===== src/rtl/wb_arbiter2.sv =====
// wb_arbiter2: two-master round-robin Wishbone arbiter with cycle-long ownership and bus watchdog
module wb_arbiter2 #(
  parameter int AW      = 32,
  parameter int DW      = 32,
  parameter int TIMEOUT = 255
) (
  input  logic            clk_i,
  input  logic            rst_i,
  input  logic [AW-1:0]   m0_adr_i,
  input  logic [DW-1:0]   m0_dat_i,
  output logic [DW-1:0]   m0_dat_o,
  input  logic [DW/8-1:0] m0_sel_i,
  input  logic            m0_we_i,
  input  logic            m0_cyc_i,
  input  logic            m0_stb_i,
  output logic            m0_ack_o,
  output logic            m0_err_o,
  input  logic [AW-1:0]   m1_adr_i,
  input  logic [DW-1:0]   m1_dat_i,
  output logic [DW-1:0]   m1_dat_o,
  input  logic [DW/8-1:0] m1_sel_i,
  input  logic            m1_we_i,
  input  logic            m1_cyc_i,
  input  logic            m1_stb_i,
  output logic            m1_ack_o,
  output logic            m1_err_o,
  output logic [AW-1:0]   s_adr_o,
  output logic [DW-1:0]   s_dat_o,
  output logic [DW/8-1:0] s_sel_o,
  output logic            s_we_o,
  output logic            s_cyc_o,
  output logic            s_stb_o,
  input  logic [DW-1:0]   s_dat_i,
  input  logic            s_ack_i,
  input  logic            s_err_i
);
  typedef enum logic [1:0] {IDLE, GNT0, GNT1} state_t;
  state_t state, state_n;
  logic last, last_n;
  logic [15:0] wdog;
  logic wdog_hit, g0, g1;
  assign g0 = state == GNT0;
  assign g1 = state == GNT1;
  assign wdog_hit = (TIMEOUT != 0) && (wdog == 16'(TIMEOUT));
  // next grant: round-robin from idle, hold while the owner keeps CYC, hand over directly on release
  always_comb begin
    state_n = state;
    last_n  = last;
    if (!g0 && !g1)
      state_n = (m0_cyc_i && (!m1_cyc_i || last)) ? GNT0 : m1_cyc_i ? GNT1 : IDLE;
    else if (g0 && !m0_cyc_i) begin
      state_n = m1_cyc_i ? GNT1 : IDLE;
      last_n  = 1'b0;
    end else if (g1 && !m1_cyc_i) begin
      state_n = m0_cyc_i ? GNT0 : IDLE;
      last_n  = 1'b1;
    end
  end
  assign s_cyc_o  = g0 ? m0_cyc_i : g1 ? m1_cyc_i : 1'b0;
  assign s_stb_o  = (g0 ? m0_stb_i : g1 ? m1_stb_i : 1'b0) & ~wdog_hit;
  assign s_we_o   = g0 ? m0_we_i  : g1 ? m1_we_i  : 1'b0;
  assign s_adr_o  = g0 ? m0_adr_i : g1 ? m1_adr_i : '0;
  assign s_dat_o  = g0 ? m0_dat_i : g1 ? m1_dat_i : '0;
  assign s_sel_o  = g0 ? m0_sel_i : g1 ? m1_sel_i : '0;
  assign m0_ack_o = g0 & s_ack_i;
  assign m1_ack_o = g1 & s_ack_i;
  assign m0_err_o = g0 & (s_err_i | wdog_hit);
  assign m1_err_o = g1 & (s_err_i | wdog_hit);
  assign m0_dat_o = s_dat_i;
  assign m1_dat_o = s_dat_i;
  // grant state, round-robin history and saturating stall counter
  always_ff @(posedge clk_i) begin
    if (rst_i) begin
      state <= IDLE;
      last  <= 1'b1;
      wdog  <= '0;
    end else begin
      state <= state_n;
      last  <= last_n;
      wdog  <= (state_n != state || !s_stb_o || s_ack_i || s_err_i) ? '0 : wdog + {15'b0, wdog != 16'hffff};
    end
  end
endmodule


===== config.mk =====
export PLATFORM = sky130hd
export DESIGN_NAME = wb_arbiter2
export DESIGN_NICKNAME = d
export VERILOG_FILES = /design/src/rtl/wb_arbiter2.sv
export SDC_FILE = /design/constraint.sdc
export NUM_CORES = 1
export LEC_CHECK = 0
export CORE_AREA = 3 3 121 123
export CTS_BUF_LIST = sky130_fd_sc_hd__clkbuf_4
export CTS_CLUSTER_SIZE = 30
export DETAILED_ROUTE_END_ITERATION = 7
export DIE_AREA = 0 0 124 126
export SKIP_CTS_REPAIR_TIMING = 1
export SYNTH_ARGS = -nofsm -noshare
export SYNTH_HDL_FRONTEND = slang
export SYNTH_SLANG_ARGS = --single-unit

===== constraint.sdc =====
create_clock -name clk_i -period 4.7 [get_ports clk_i]
set_input_delay 0.94 -clock clk_i [delete_from_list [all_inputs] [get_ports clk_i]]
set_output_delay 0.94 -clock clk_i [all_outputs]
set_load 0.005 [all_outputs]

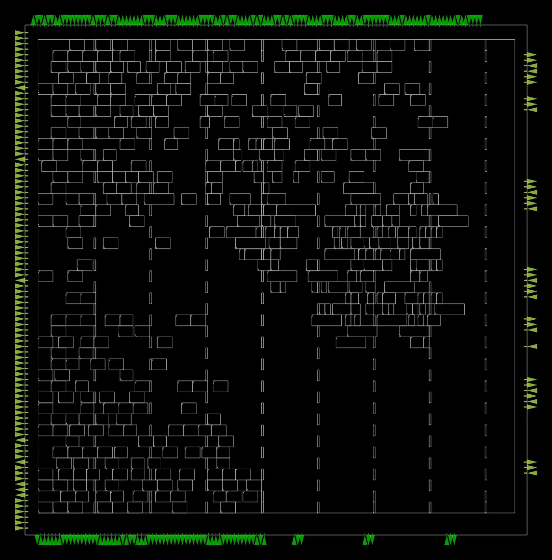
**Above:** run 1 (cell placement).
sequential share of cell area: 0.09050
final cell count without fillers: 616
end-of-flow core utilization: 0.3051
tally of filler cells in the layout: 1500

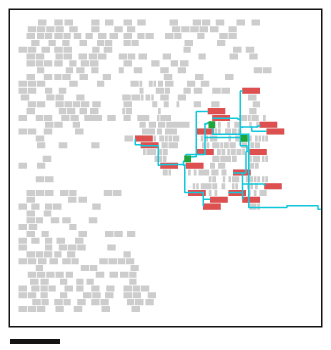
**Above:** run 1 (clock wires, drivers and flops).
Bar = 20 µm.
red -> flip-flops  # count 19
green -> cells driving clock nets  # count 3
cyan -> clock wires  # length 303 µm
routed clock nets = 4
Clock Skews: 8.621 ps
power in the clock group: 0.0000902 W
clock latency of the later-clocked register in the worst-skew pair: 300 ps

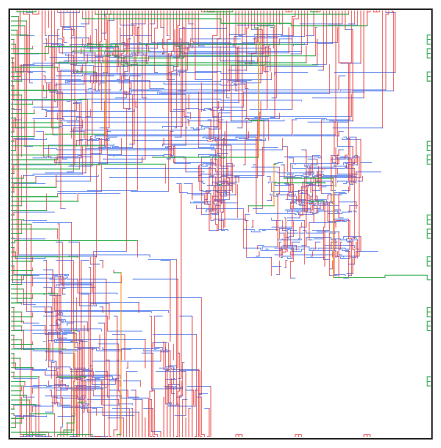
**Above:** run 1 (wiring by layer).
blue -> met1  # wire length 5240 µm
orange -> met4  # wire length 180 µm
red -> met2  # wire length 6430 µm
green -> met3  # wire length 1320 µm
global router's overall resource usage: 0.1636
Final Routed Wirelength: 13170 µm
total number of vias: 2705
per-cell routed wire length: 21.38 µm

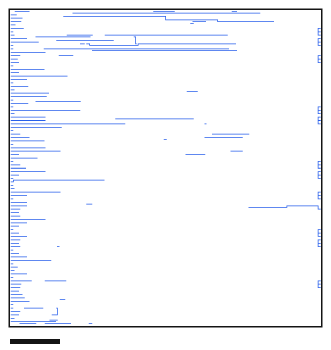
**Above:** run 1 (signal wires on met3).
Bar = 20 µm.
share of all routed wire = 10%
wire length on this layer = 1320 µm
longest straight run = 74.5 µm
main direction = horizontal
GR met3 Demand/Resource: 0.05299

==> run_results.csv, run 1 <==
group,metric,value,unit
place,finalWeightedCongestion,0.9391,
final_layout,ff_count,19,
logic_synthesis,yosys.area_share.adder,0.02199,
clock_network,tritoncts_clock_tree,"yes",
final_layout,design.final.nets,619,
detailed_routing,route.detailed.vias_per_inst,4.391,
critical_path,critical_path.startpoint,"state[1]",
final_layout,drive_gt1_frac,0.03211,
critical_path,worst_ep_required_time,3760,ps
critical_path,path_buffers,2,
critical_path,critical_path_depth,5,
final_layout,combAreaFraction,0.3129,
final_layout,logic_area,0.001315,mm²
global_routing,wire_length_of_the_first_global_routing_pass,18780,µm
final_timing,max_slew.worst_pin.slew,809.7,ps
critical_path,critical_path.startpoint_type,"flop",
global_routing,maximum_number_of_pins_on_one_net_before_global_route_repair,79,
detailed_routing,detail-route-antenna-nets,0,
floorplan,core_area,0.01377,mm²
logic_synthesis,postSynth.topFlopCell,"sky130_fd_sc_hd__dfxtp_1",
final_timing,hold_ws,528.1,ps
logic_synthesis,postSynthNetCount,475,
logic_synthesis,synth-cells-yosys,293,
logic_synthesis,yosys_register_bits,19,
detailed_routing,drc_errors,0,
logic_synthesis,synth.top_cells.by_area,"sky130_fd_sc_hd__a22o_1 27%, sky130_fd_sc_hd__buf_4 21%, sky130_fd_sc_hd__dfxtp_1 17%, sky130_fd_sc_hd__nor2_1 4.3%, sky130_fd_sc_hd__nand2_1 4.0%",
critical_path,critPathKind,"flop to output port",
final_layout,buffers_excl_clock,222,
critical_path,worstSetupEndpointType,"output port",
logic_synthesis,synth_cells,293,
floorplan,floorplan.tapcells,180,
job,warning_count,27,
clock_network,ctsLongestPathBuffers,2,
logic_synthesis,enable_flop_cells,0,
floorplan,die.size.x,124,µm
detailed_routing,first_pass_iters,4,
final_timing,rsz0062_at_grt,"false",
critical_path,crit_path_top_delay_cell,"sky130_fd_sc_hd__nor2b_4",
floorplan,die_area,0.01562,mm²
logic_synthesis,synthTopLogicFamily,"AND-OR/OR-AND gates",
hold_path,worst_hold_startpoint,"last",
logic_synthesis,synth_largest_type_area_fraction,0.2655,
critical_path,path_delay_family,"buffers and inverters",
clock_network,clock_tree.htree_level_count,1,
final_layout,top_area_cell_class,"non-clock buffers",
logic_synthesis,syn-mean-instance-area,7.768,µm²
detailed_routing,first_iter_violations,134,
critical_path,crit_path_cell_trace,"ha_1 > nor2b_4 > buf_12 > a22o_1 > clkdlybuf4s50_1",
final_layout,area.sequential,380.4,µm²
final_layout,clockNetworkAreaShare,0.007145,
final_layout,nonClockInverterCount,6,
final_timing,timing_hold_violations_final,0,
final_timing,slew_headroom,0.4590,
power_and_ir_drop,irDropWorstVdd,0.00006488,V
status,status,"finished clean",
logic_synthesis,synth_chip_area,0.002276,mm²
logic_synthesis,synth_cell_type_count,36,
final_timing,fmax,265.1,MHz
final_timing,tns,0,ps
job,cap_viol_max_count,0,
critical_path,cells_on_worst_reg2reg_path,8,
floorplan,core_utilization_before_placement,0.1652,
power_and_ir_drop,leakagePower,1.489,nW
hold_path,worst_hold_path_type,"flop to flop",
critical_path,rr_startpoint,"state[1]",
final_timing,maxSlewViolCount,0,
clock_network,cts_sinks,19,
logic_synthesis,synth.largest_area_cell,"sky130_fd_sc_hd__a22o_1",
global_routing,number_of_global_route_vias_before_repair,2810,
final_layout,logic_gates,185,
global_routing,globalRouteOverflowTotal,0,
hold_path,worstHoldPathCells,2,
logic_synthesis,synth.area.mux_share,0.004948,
place,buffer_ports.inserted,220,
place,post-dp-hpwl,11510,µm
clock_network,ctsRootBufferMaster,"sky130_fd_sc_hd__clkbuf_4",
floorplan,vertical_die_dimension,126,µm
logic_synthesis,async_flop_share,0,
logic_synthesis,synthesis.area,0.002276,mm²
clock_network,cts-buffers-inserted,3,
power_and_ir_drop,power_per_cell_area,164.8,mW/mm²
global_routing,antenna_found_initial,0,
final_layout,layout.nonclk_buf_frac,0.5305,
logic_synthesis,post_synth_xor_area_fraction,0.05388,
critical_path,cpPeakStageDelay,720,ps
final_timing,total_of_endpoints_with_negative_setup_slack_in_the_final_report,0,
logic_synthesis,synth-compound-area-share,0.3123,
final_timing,final.min_clock_period,3773,ps
critical_path,critical_path.max_fanout,37,
final_layout,antenna_cells,0,
final_timing,finalCritPeriodShare,0.8027,
logic_synthesis,ys_warn_count,0,
floorplan,io_pins,317,
final_layout,nClkBuffers,4,
final_layout,layout_area_overhead,84.66,%
clock_network,worst_setup_hold_path_clk_slew,100,ps
critical_path,critPathArrivalTime,2830,ps
floorplan,rows,43,
logic_synthesis,synth_seq_share,0.1671,
logic_synthesis,synth.cellmix.simpleShare,0.1803,
run 1: metal layers:
| layer | track usage | vias to the layer above | wire (µm) |
|---|---|---|---|
| met3 | 0.05299 | 13 | 1320 |
| met1 | 0.2110 | 1256 | 5239 |
| met5 | 0 | - | 0 |
| met4 | 0.02577 | 0 | 179 |
| li1 | - | 1282 | - |
| met2 | 0.2708 | 154 | 6434 |
run 1: where the power goes:
group	switching, W	internal (W)
combinational	0.000160	0.000277
sequential	0.00000238	0.000163
clock	0.0000514	0.0000389
run 1: registers in the layout, indices dropped and copies added, names as in the netlist:
register and count:
last 1, state 2, wdog 16
run 1: tightest hold or removal path: stages (launching register included):
cell                       delay [ps]
sky130_fd_sc_hd__dfxtp_1          360
sky130_fd_sc_hd__o22ai_1           80
sky130_fd_sc_hd__nand2b_1          60
run 1: cell usage after synthesis, types with 5 or more instances:
| cell | number |
|---|---|
| sky130_fd_sc_hd__nand2_1 | 24 |
| sky130_fd_sc_hd__nor2_1 | 26 |
| sky130_fd_sc_hd__buf_4 | 64 |
| sky130_fd_sc_hd__xor2_1 | 10 |
| sky130_fd_sc_hd__a22o_1 | 69 |
| sky130_fd_sc_hd__dfxtp_1 | 19 |
| sky130_fd_sc_hd__nand4_1 | 6 |
| sky130_fd_sc_hd__clkbuf_1 | 15 |
| sky130_fd_sc_hd__nand3_1 | 5 |
| sky130_fd_sc_hd__inv_1 | 6 |
run 1: worst paths after layout:
kind / slack (ps) / end
max: 930 / s_adr_o[12]
min: 530 / last
max reg2reg: 1960 / wdog[6]
min reg2reg: 530 / last
run 1: cells in the final DEF, fill, tap and decap left out, types with 2 or more instances in the layout:
cell type,Yosys,routed
sky130_fd_sc_hd__a21oi_1,2,2
sky130_fd_sc_hd__a22o_1,69,69
sky130_fd_sc_hd__and2_1,2,2
sky130_fd_sc_hd__clkbuf_4,0,4
sky130_fd_sc_hd__clkdlybuf4s50_1,0,220
sky130_fd_sc_hd__dfxtp_1,19,19
sky130_fd_sc_hd__ha_1,4,3
sky130_fd_sc_hd__inv_1,6,6
sky130_fd_sc_hd__nand2_1,24,24
sky130_fd_sc_hd__nand2b_1,3,3
sky130_fd_sc_hd__nand3_1,5,5
sky130_fd_sc_hd__nand4_1,6,6
sky130_fd_sc_hd__nor2_1,26,26
sky130_fd_sc_hd__nor2b_1,4,3
sky130_fd_sc_hd__nor2b_4,1,2
sky130_fd_sc_hd__nor3_1,4,4
sky130_fd_sc_hd__nor4_1,4,4
sky130_fd_sc_hd__o2111ai_1,2,2
sky130_fd_sc_hd__o21ai_0,2,2
sky130_fd_sc_hd__or4_1,2,2
sky130_fd_sc_hd__xnor2_1,4,4
sky130_fd_sc_hd__xor2_1,10,10
run 1: through the flow:
stage	util	total power [W]	instances	area [µm²]	worst slack, ps
3_3_place_gp	0.3030	0.0006062	612	4173	1327
5_1_grt	0.3051	0.0007261	616	4203	742.0
6_report	0.3051	0.0006925	616	4203	927.4
3_5_place_dp	0.3030	0.0006072	612	4173	1281
4_1_cts	0.3051	0.0007004	616	4203	920.4
2_1_floorplan	-	0.0003474	293	2276	1933
**Run 1: zoomed window**

Region (42, 18) to (82, 58) µm. Cells in gray, sequential cells in the stronger gray; small squares are vias.
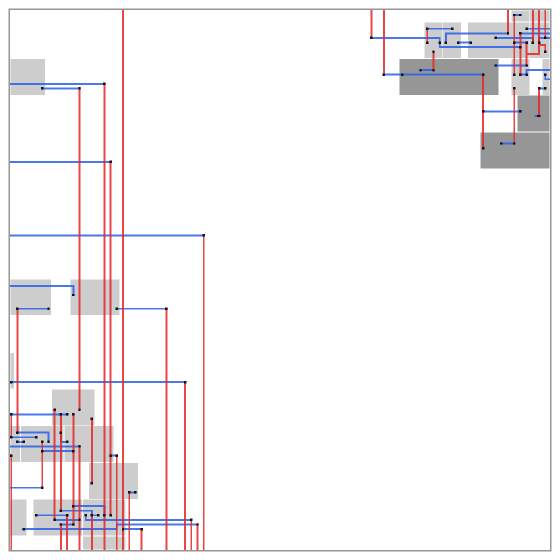

==> run 2: changes to the inputs <==
--- a/config.mk
+++ b/config.mk
@@ -5,11 +5,11 @@
 export SDC_FILE = /design/constraint.sdc
 export NUM_CORES = 1
 export LEC_CHECK = 0
-export CORE_AREA = 3 3 121 123
+export CORE_AREA = 3 3 122 124
 export CTS_BUF_LIST = sky130_fd_sc_hd__clkbuf_4
 export CTS_CLUSTER_SIZE = 30
 export DETAILED_ROUTE_END_ITERATION = 7
-export DIE_AREA = 0 0 124 126
+export DIE_AREA = 0 0 125 127
 export SKIP_CTS_REPAIR_TIMING = 1
 export SYNTH_ARGS = -nofsm -noshare
 export SYNTH_HDL_FRONTEND = slang
==> constraint.sdc (replaced) <==
create_clock -name clk_i -period 3.7 [get_ports clk_i]
set_input_delay 0.74 -clock clk_i [delete_from_list [all_inputs] [get_ports clk_i]]
set_output_delay 0.74 -clock clk_i [all_outputs]
set_load 0.005 [all_outputs]
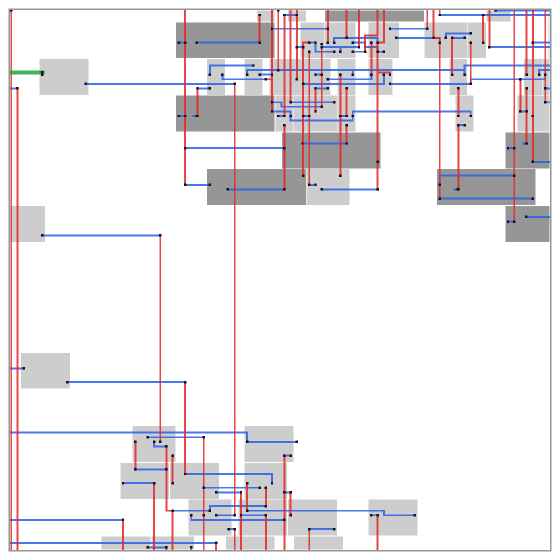
**Above:** run 2 (zoomed window).
Region (42, 18) to (82, 58) µm. Cells in gray, sequential cells in the stronger gray; small squares are vias.
green -> met3
red -> met2
blue -> met1
cells with their middle in the window = 35
most frequent = clkdlybuf4s50_1 (9), nor2_1 (6), dfxtp_1 (5)
sequential cells in the window = 5
netlist names of flops here include = wdog (5)

==> run_results.csv, run 2 <==
group,metric,value,unit
global_routing,wire_length_of_the_first_global_routing_pass,17580,µm
detailed_routing,route.detailed.vias_per_inst,4.397,
power_and_ir_drop,irDropWorstVdd,0.00006270,V
logic_synthesis,synth.top_cells.by_area,"sky130_fd_sc_hd__a22o_1 27%, sky130_fd_sc_hd__buf_4 21%, sky130_fd_sc_hd__dfxtp_1 17%, sky130_fd_sc_hd__nor2_1 4.3%, sky130_fd_sc_hd__nand2_1 4.0%",
final_layout,max_flop_register,"wdog",
final_timing,total_of_endpoints_with_negative_setup_slack_in_the_final_report,0,
clock_network,worst_setup_hold_path_clk_slew,110,ps
critical_path,cells_on_worst_reg2reg_path,8,
logic_synthesis,synthesis.area,0.002276,mm²
clock_network,cts-buffers-inserted,3,
final_timing,tns,0,ps
final_timing,rsz0062_at_grt,"false",
clock_network,clkLatencyLatePin,300,ps
logic_synthesis,synth_cell_type_count,36,
detailed_routing,first_pass_iters,4,
detailed_routing,vias,2713,
logic_synthesis,synth_seq_share,0.1671,
critical_path,critPathArrivalTime,2710,ps
final_layout,fin_cells,617,
final_layout,drive_gt1_frac,0.03211,
floorplan,die.size.x,125,µm
floorplan,vertical_die_dimension,127,µm
final_timing,final.min_clock_period,3453,ps
place,placed_area,0.004173,mm²
clock_network,tritoncts_clock_tree,"yes",
status,status,"finished clean",
detailed_routing,first_iter_violations,128,
final_timing,hold_ws,514.2,ps
critical_path,critPathKind,"flop to output port",
power_and_ir_drop,leakagePower,1.488,nW
job,warning_count,27,
clock_network,clock_tree.htree_level_count,1,
final_layout,largest_register_ffs,16,
floorplan,die_area,0.01588,mm²
place,placed_cells_incl_taps,612,
floorplan,core_utilization_before_placement,0.1640,
detailed_routing,detail-route-antenna-nets,0,
logic_synthesis,syn-mean-instance-area,7.768,µm²
logic_synthesis,postSynthNetCount,475,
critical_path,worstSetupEndpointType,"output port",
job,cap_viol_max_count,0,
final_layout,reg_top3,"wdog: 16 flops, state: 2 flops, last: 1 flops",
logic_synthesis,synth.largest_area_cell,"sky130_fd_sc_hd__a22o_1",
place,buffer_ports.inserted,220,
logic_synthesis,synth_chip_area,0.002276,mm²
logic_synthesis,ys_warn_count,0,
power_and_ir_drop,power_per_cell_area,206.3,mW/mm²
logic_synthesis,synth_cells,293,
final_timing,maxSlewViolCount,0,
logic_synthesis,yosys_register_bits,19,
final_timing,timing.clock.skew,3.969,ps
global_routing,grt_use_total,0.1453,
critical_path,critical_path.startpoint_type,"flop",
floorplan,io_pins,317,
clock_network,ctsLongestPathBuffers,2,
place,post-dp-hpwl,11140,µm
final_timing,max_slew.worst_pin.slew,776.7,ps
final_layout,num-fill-cells,1487,
hold_path,worstHoldPathCells,2,
logic_synthesis,postSynth.topFlopCell,"sky130_fd_sc_hd__dfxtp_1",
final_timing,timing_hold_violations_final,0,
global_routing,antenna_found_initial,0,
logic_synthesis,yosysMostFrequentCell,"sky130_fd_sc_hd__a22o_1",
critical_path,worst_ep_required_time,2960,ps
final_layout,design.final.nets,619,
detailed_routing,per_cell_routed_wire_length,20.64,µm
detailed_routing,route.final.wire_length,12740,µm
floorplan,core_area,0.01388,mm²
clock_network,cts_sinks,19,
place,finalWeightedCongestion,0.8987,
logic_synthesis,synth_largest_type_area_fraction,0.2655,
final_layout,layout_area_overhead,84.66,%
final_layout,stdcell_area,0.004203,mm²
critical_path,critical_path.max_fanout,52,
final_timing,finalCritPeriodShare,0.9334,
final_timing,fmax,289.6,MHz
logic_synthesis,enable_flop_cells,0,
logic_synthesis,async_flop_share,0,
[run 2: cell counts after synthesis]
No cell type changed its count.
[run 2: critical path: stages (launching register included)]
cell,delay (ps)
sky130_fd_sc_hd__dfxtp_1,450
sky130_fd_sc_hd__ha_1,320
sky130_fd_sc_hd__nor2b_4,500
sky130_fd_sc_hd__buf_12,300
sky130_fd_sc_hd__a22o_1,240
sky130_fd_sc_hd__clkdlybuf4s50_1,590
[run 2: metrics by stage]
step / setup slack [ps] / total power (W) / util
detailed placement: 563.2 / 0.0007671 / 0.3006
global route: 83.08 / 0.0009092 / 0.3026
finish: 246.5 / 0.0008672 / 0.3028
CTS: 207.7 / 0.0008760 / 0.3026
global placement: 613.2 / 0.0007666 / 0.3006
floorplan: 1133 / 0.0004413 / -
[run 2: final timing paths]
check / endpoint / slack (ps) / start
hold reg to reg: last / 510 / last
hold / removal: last / 510 / last
setup reg to reg: wdog[2] / 910 / state[1]
setup / recovery: s_adr_o[1] / 250 / state[1]
[run 2: power breakdown]
group	internal (W)	switching [W]	leakage [nW]
clock	0.0000403	0.0000668	0.0177
combinational	0.000352	0.000198	1.32
sequential	0.000207	0.00000298	0.153
total	0.000599	0.000268	1.49
[run 2: logic make-up after synthesis]
family / Yosys count / share of synthesized area
buffers and inverters: 89 / 0.2595
AND/OR/NAND/NOR: 84 / 0.1803
AND-OR/OR-AND: 82 / 0.3123
flip-flops: 19 / 0.1671
XOR/XNOR: 14 / 0.05387
adder cells (fa/ha/maj): 4 / 0.02199
multiplexers: 1 / 0.004947
[run 2: area by class of cell]
cell class / instances / area [µm²] / share of cell area
antenna: 1 / 2.502 / 0.0005954
clock buffer: 3 / 22.52 / 0.005359
clock inverter: 1 / 5.005 / 0.001191
inverter: 6 / 22.52 / 0.005359
multi-input combinational: 185 / 1315 / 0.3129
sequential: 19 / 380.4 / 0.09050
tap: 180 / 225.2 / 0.05359
timing repair buffer: 222 / 2230 / 0.5305
[run 2: routing by layer]
metal  vias to the layer above  wire [µm]  global-route usage
li1                       1286          -                   -
met1                      1258       4996              0.1775
met2                       159       6343              0.2487
met3                        10       1310             0.05936
met4                         0         87             0.01722
met5                         -          0                   0
Power figures rest on the tool's default switching activity, not on a simulated workload.
